Figure 1. M3 wires (run 1).
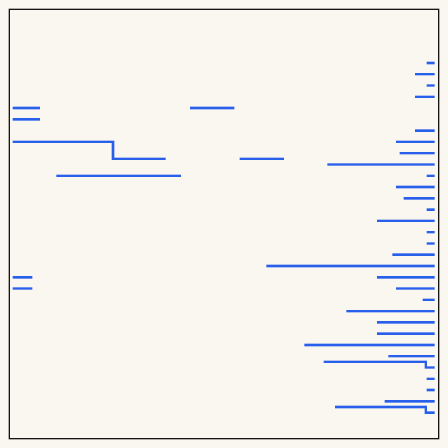
Figure 2. Routing congestion (run 1).
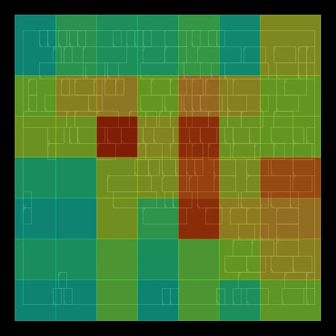
Figure 3. Pin map (run 1).
Pins as bars across the die edge, other pins in gray.
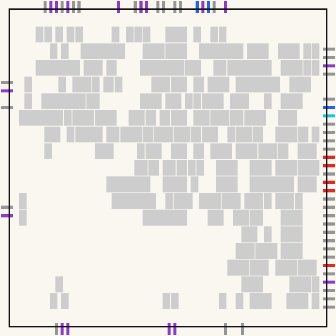
`config.mk`:
```
export PLATFORM = sky130hd
export DESIGN_NAME = pipeline_hazard_controller
export DESIGN_NICKNAME = d
export VERILOG_FILES = /design/src/rtl/pipeline_hazard_controller.sv
export SDC_FILE = /design/constraint.sdc
export NUM_CORES = 1
export LEC_CHECK = 0
export CORE_UTILIZATION = 39
export CTS_CLUSTER_DIAMETER = 60
export DETAILED_ROUTE_END_ITERATION = 6
export GPL_ROUTABILITY_DRIVEN = 0
export PLACE_DENSITY = 0.84
export SYNTH_ARGS = -nofsm -noshare
export SYNTH_HDL_FRONTEND = slang
export SYNTH_SLANG_ARGS = --single-unit
export TNS_END_PERCENT = 20
```
`constraint.sdc`:
```
create_clock -name clock -period 3.63 [get_ports clock]
set_clock_uncertainty 0.1 [all_clocks]
set_input_delay 0.726 -clock clock [delete_from_list [all_inputs] [get_ports clock]]
set_output_delay 0.726 -clock clock [all_outputs]
set_load 0.02 [all_outputs]
```
`src/rtl/pipeline_hazard_controller.sv`:
```
// Hazard/sequencing controller for the 5-stage pipeline: drives PC/IF_ID write
// enables and IF_ID/ID_EX/EX_MEM flushes for warm-up, load-use, taken branch
// (resolved in MEM) and the debug halt/drain handshake.
// Optional build macro: HAZARD_PERF_COUNTERS_EN adds saturating stall/flush
// performance counters; without it stall_count/flush_count read zero.
module pipeline_hazard_controller #(
  parameter int unsigned INIT_CYCLES  = 4,
  parameter int unsigned DRAIN_CYCLES = 3,
  parameter int unsigned CNT_W        = 16
) (
  input  logic             clock,
  input  logic             reset,
  input  logic [4:0]       id_rn,
  input  logic [4:0]       id_rm,
  input  logic             id_uses_rm,
  input  logic             ex_mem_read,
  input  logic [4:0]       ex_rd,
  input  logic             mem_branch_taken,
  input  logic             halt_req,
  output logic             halt_ack,
  output logic             pc_write,
  output logic             if_id_write,
  output logic             if_id_flush,
  output logic             id_ex_flush,
  output logic             ex_mem_flush,
  output logic [2:0]       state,
  output logic [CNT_W-1:0] stall_count,
  output logic [CNT_W-1:0] flush_count
);

  localparam int unsigned INIT_W  = 4;
  localparam int unsigned DRAIN_W = 3;
  localparam logic [4:0]         XZR        = 5'd31;
  localparam logic [INIT_W-1:0]  INIT_LAST  = INIT_W'(INIT_CYCLES - 1);
  localparam logic [DRAIN_W-1:0] DRAIN_LAST = DRAIN_W'(DRAIN_CYCLES - 1);

  typedef enum logic [2:0] {
    ST_INIT  = 3'd0,
    ST_RUN   = 3'd1,
    ST_STALL = 3'd2,
    ST_FLUSH = 3'd3,
    ST_DRAIN = 3'd4,
    ST_HALT  = 3'd5
  } state_e;

  state_e               state_q, state_d;
  logic [INIT_W-1:0]    init_cnt_q, init_cnt_d;
  logic [DRAIN_W-1:0]   drain_cnt_q, drain_cnt_d;
  logic                 halt_ack_q, halt_ack_d;
  logic                 load_use_c;
  logic                 hold_c;

  // Load-use hazard: a load in EX writes a register the ID instruction reads (XZR excluded)
  always_comb begin
    load_use_c = ex_mem_read && (ex_rd != XZR) &&
                 ((ex_rd == id_rn) || (id_uses_rm && (ex_rd == id_rm)));
    hold_c     = (state_q == ST_DRAIN) || (state_q == ST_HALT);
  end

  // Next-state and control decode; priority is branch > load-use > halt
  always_comb begin
    state_d      = state_q;
    init_cnt_d   = init_cnt_q;
    drain_cnt_d  = drain_cnt_q;
    pc_write     = 1'b1;
    if_id_write  = 1'b1;
    if_id_flush  = 1'b0;
    id_ex_flush  = 1'b0;
    ex_mem_flush = 1'b0;

    if (reset) begin
      state_d      = ST_INIT;
      init_cnt_d   = '0;
      drain_cnt_d  = '0;
      pc_write     = 1'b0;
      if_id_write  = 1'b0;
      if_id_flush  = 1'b1;
      id_ex_flush  = 1'b1;
      ex_mem_flush = 1'b1;
    end else if (state_q == ST_INIT) begin
      // Warm-up: pipeline held and cleared, halt requests ignored
      pc_write     = 1'b0;
      if_id_write  = 1'b0;
      if_id_flush  = 1'b1;
      id_ex_flush  = 1'b1;
      ex_mem_flush = 1'b1;
      if (init_cnt_q == INIT_LAST) begin
        state_d    = ST_RUN;
        init_cnt_d = '0;
      end else begin
        init_cnt_d = init_cnt_q + 1'b1;
      end
    end else begin
      // Drain/halt freeze the front end and feed bubbles behind it
      if (hold_c) begin
        pc_write    = 1'b0;
        if_id_write = 1'b0;
        id_ex_flush = 1'b1;
      end

      if (mem_branch_taken) begin
        // PC loads the branch target; everything younger than MEM is squashed
        pc_write     = 1'b1;
        if_id_write  = 1'b1;
        if_id_flush  = 1'b1;
        id_ex_flush  = 1'b1;
        ex_mem_flush = 1'b1;
        state_d      = ST_FLUSH;
      end else if (load_use_c) begin
        pc_write     = 1'b0;
        if_id_write  = 1'b0;
        if_id_flush  = 1'b0;
        id_ex_flush  = 1'b1;
        ex_mem_flush = 1'b0;
        state_d      = ST_STALL;
      end else if (halt_req) begin
        case (state_q)
          ST_DRAIN: begin
            if (drain_cnt_q == DRAIN_LAST) begin
              state_d     = ST_HALT;
              drain_cnt_d = '0;
            end else begin
              drain_cnt_d = drain_cnt_q + 1'b1;
            end
          end
          ST_HALT: state_d = ST_HALT;
          default: begin
            state_d     = ST_DRAIN;
            drain_cnt_d = '0;
          end
        endcase
      end else begin
        state_d = ST_RUN;
      end
    end

    halt_ack_d = (state_d == ST_HALT);
  end

  // State, sequencing counters and the registered halt acknowledge
  always_ff @(posedge clock) begin
    if (reset) begin
      state_q     <= ST_INIT;
      init_cnt_q  <= '0;
      drain_cnt_q <= '0;
      halt_ack_q  <= 1'b0;
    end else begin
      state_q     <= state_d;
      init_cnt_q  <= init_cnt_d;
      drain_cnt_q <= drain_cnt_d;
      halt_ack_q  <= halt_ack_d;
    end
  end

  assign state    = state_q;
  assign halt_ack = halt_ack_q;

`ifdef HAZARD_PERF_COUNTERS_EN
  logic [CNT_W-1:0] stall_cnt_q, stall_cnt_d;
  logic [CNT_W-1:0] flush_cnt_q, flush_cnt_d;

  // Saturating event counts; a branch hides a coincident load-use stall
  always_comb begin
    stall_cnt_d = stall_cnt_q;
    flush_cnt_d = flush_cnt_q;
    if (state_q != ST_INIT) begin
      if (mem_branch_taken) begin
        if (flush_cnt_q != '1) flush_cnt_d = flush_cnt_q + 1'b1;
      end else if (load_use_c) begin
        if (stall_cnt_q != '1) stall_cnt_d = stall_cnt_q + 1'b1;
      end
    end
  end

  // Counter registers, cleared by reset
  always_ff @(posedge clock) begin
    if (reset) begin
      stall_cnt_q <= '0;
      flush_cnt_q <= '0;
    end else begin
      stall_cnt_q <= stall_cnt_d;
      flush_cnt_q <= flush_cnt_d;
    end
  end

  assign stall_count = stall_cnt_q;
  assign flush_count = flush_cnt_q;
`else
  assign stall_count = '0;
  assign flush_count = '0;
`endif

endmodule
```
==> results.txt <==
Notes on the physical implementation.

- The proportion of netlist area held by the largest area contributor is 26.6%, for reference.
- The endpoint kind of the worst setup timing path is an output pin, for reference.
- The startpoint-to-endpoint class of the critical path is in2out, for reference.
- Post-CTS timing repair inserted 0 buffers for setup.
- The share of total power consumed by net switching is 39.7%, for reference.
- The flow reports that the clock network draws 18.5% of the design power.
- The number of flip-flops and latches is 11, for reference.
- The area of the mapped netlist is 960 um2, for reference.
- For this design the ratio of total power to cell area is 381 mW/mm2.
- The global-route wire length before repair is 3020 um, for reference.
- The initial antenna violation count was 0.
- Final hold analysis gives a worst-case slack of 0.395 ns.
- The dominant non-sequential cell family after synthesis is buffers and inverters, for reference.
- The worst reg-to-reg setup slack is 1.91 ns, for reference.
- In this run the layout overhead on the synthesized area is reported as 25.7%.
- The instance count after placement with tap cells included is 173, for reference.
- The area taken by flip-flops and latches is approximately 220 um2, for reference.
- The script extracted a total leakage power of 0.000505 uW.
- After the flow finishes, the layout carries non-filler instances totaling 179.
- For the clock group, total power comes out at about 85 uW.
- Summing all multiplexer cells gives an area fraction of 3.13%.
- Total power for the finished layout comes to 460 uW.
- The worst setup slack before clock tree synthesis is 0.0574 ns, for reference.
- The count of plain and timing-repair buffers in the layout is 33, for reference.
- The share of synthesized registers carrying an async set or reset is 0%, for reference.
- Input and output buffers added on the ports amount to 29.
- In the power breakdown, the internal column shows 277 uW.
- Per the layout report, the design carries 215 filler cells.
- The critical path ends at if_id_write.
- The report shows a maximum critical-path fanout of 6.
- OpenROAD emitted warnings numbering 26.
- The depth of the most critical reg-to-reg path is 4, for reference.
- The number of buffers inserted for hold repair after clock tree synthesis is 0, for reference.
- The largest cell class by area is combinational gates, for reference.
- The total number of yosys warnings is 0, for reference.
- Setup repair after global routing left no endpoint under its margin.
- The combined area of the multi-input logic cells is slightly below 600 um2, for reference.
- The buffer share of cell area is about a quarter, for reference.
- The post-route netlist has 6.62% of its cells at a drive strength greater than 1.
- The group drawing the most power is combinational logic, for reference.
- The cell at the root of the clock tree is sky130_fd_sc_hd__clkbuf_4, for reference.
- The sink count of the clock tree is 11, for reference.
- For reference, the post-synthesis area per instance comes to 8.13 um2.
- The area after detailed placement is 0.00116 mm2, for reference.
- The reg-to-reg critical path startpoint is state[2]$_SDFF_PP0_, for reference.
- The startpoint type of the worst setup path is an input port, for reference.
- The fraction of area in registers is a little under a fifth, for reference.
- The run finished with clean final reports.
- The area fraction in xor and xnor cells is 11.0%, for reference.
- The most common library cell in the layout ignoring fill and taps is sky130_fd_sc_hd__conb_1, for reference.
- The floorplan report gives the top-level pin count as between 60 and 70.
- Once layout is complete, the utilization of the core stands at between 50% and 60%.
- The number of unique standard cell types used by synthesis is 31, for reference.
- Before placement the cells fill between 40% and 50% of the core.
- The die is 51.6 um wide.
- The worst register-to-register path ends at drain_cnt_q[1]$_SDFFE_PP0P_.
- After floorplanning, the core was sized to cover 0.00228 mm2.
- Looking at the cell usage after synthesis, the top flip-flop cell is sky130_fd_sc_hd__dfxtp_1.
- The via count of the first global-routing pass is ~720, for reference.
- The worst voltage drop across the vdd grid is 371 uV, for reference.
- The total congestion overflow after global routing is 0, for reference.
- Per the CTS log, the buffer count on the longest clock path is 2.
- The least setup slack across all paths after layout is 0.132 ns, for reference.
- The leading cell type by number of instances after synthesis is sky130_fd_sc_hd__buf_4, for reference.
- The area fraction of clock buffers and clock inverters is 2.18%, for reference.
- Counting flops with a built-in enable in the synthesized netlist gives 0.
- For the worst-skew pair, the clock arrives at the later sink with an insertion delay of 0.27 ns.
- In the routed layout, each cell is associated on average with a via count of 4.55.
- TritonCTS built the clock tree.
- The antenna violation net count after detailed routing is 0, for reference.
## Picture notes: Figure 1
main direction: horizontal
share of all routed wire: 11%
Detailed Route WL: 2010 um
M3 GR Usage: 6.43%
number of vias in the routed layout: 815

## Picture notes: Figure 2
gr busiest metal: met2
post-DR wirelength/cell: 11.2 um
met1 Track Usage GR: 15.2%
combined global-route utilization of all metal layers: 15.2%

## Picture notes: Figure 3
| color | port | pins | direction | edge |
|---|---|---|---|---|
| purple | stall_count | 16 | output | 8 north, 4 south, 2 west, 2 east |
| blue | state | 3 | output | 2 north, 1 east |
| red | id_rn | 5 | input | east |
| cyan | halt_ack | 1 | output | east |
all pins by edge: 30 east, 20 north, 7 south, 5 west

run 1: kinds of logic after synthesis:
group,count (synthesis)
simple gates,32
flops,11
buf+inv,40
fa+ha+maj,1
compound gates,18
xor+xnor,12
mux,3
other cells,1
run 1: sequential cells by signal, summed over array words and instances, names as in the netlist:
| name | count |
|---|---|
| halt_ack | 1 |
| init_cnt_q | 4 |
| drain_cnt_q | 3 |
| state | 3 |
run 1: layer usage:
layer	wire length, um	global-route usage, %
met5	0	0
met3	215	6.43
met4	0	2.70
met1	779	15.2
met2	1010	29.2
run 1: how the worst min path moves through the flow:
stage	start	endpoint	slack, ns	cells after the start
after detailed placement	drain_cnt_q[2]$_SDFFE_PP0P_	drain_cnt_q[2]$_SDFFE_PP0P_	0.39	2
after global placement	drain_cnt_q[1]$_SDFFE_PP0P_	drain_cnt_q[1]$_SDFFE_PP0P_	0.37	2
after global routing	drain_cnt_q[2]$_SDFFE_PP0P_	drain_cnt_q[2]$_SDFFE_PP0P_	0.42	2
after CTS	drain_cnt_q[2]$_SDFFE_PP0P_	drain_cnt_q[2]$_SDFFE_PP0P_	0.40	2
final	drain_cnt_q[2]$_SDFFE_PP0P_	drain_cnt_q[2]$_SDFFE_PP0P_	0.39	2
after floorplan	drain_cnt_q[2]$_SDFFE_PP0P_	drain_cnt_q[2]$_SDFFE_PP0P_	0.36	2
run 1: worst max-delay path, stage by stage:
cell and delay, ns:
sky130_fd_sc_hd__clkdlybuf4s50_1 0.55, sky130_fd_sc_hd__xnor2_1 0.15, sky130_fd_sc_hd__nand4_1 0.17, sky130_fd_sc_hd__o22ai_4 0.22, sky130_fd_sc_hd__a21boi_0 0.12, sky130_fd_sc_hd__o21a_1 0.19
sky130_fd_sc_hd__clkdlybuf4s50_1 0.54
Power figures rest on the tool's default switching activity, not on a simulated workload.
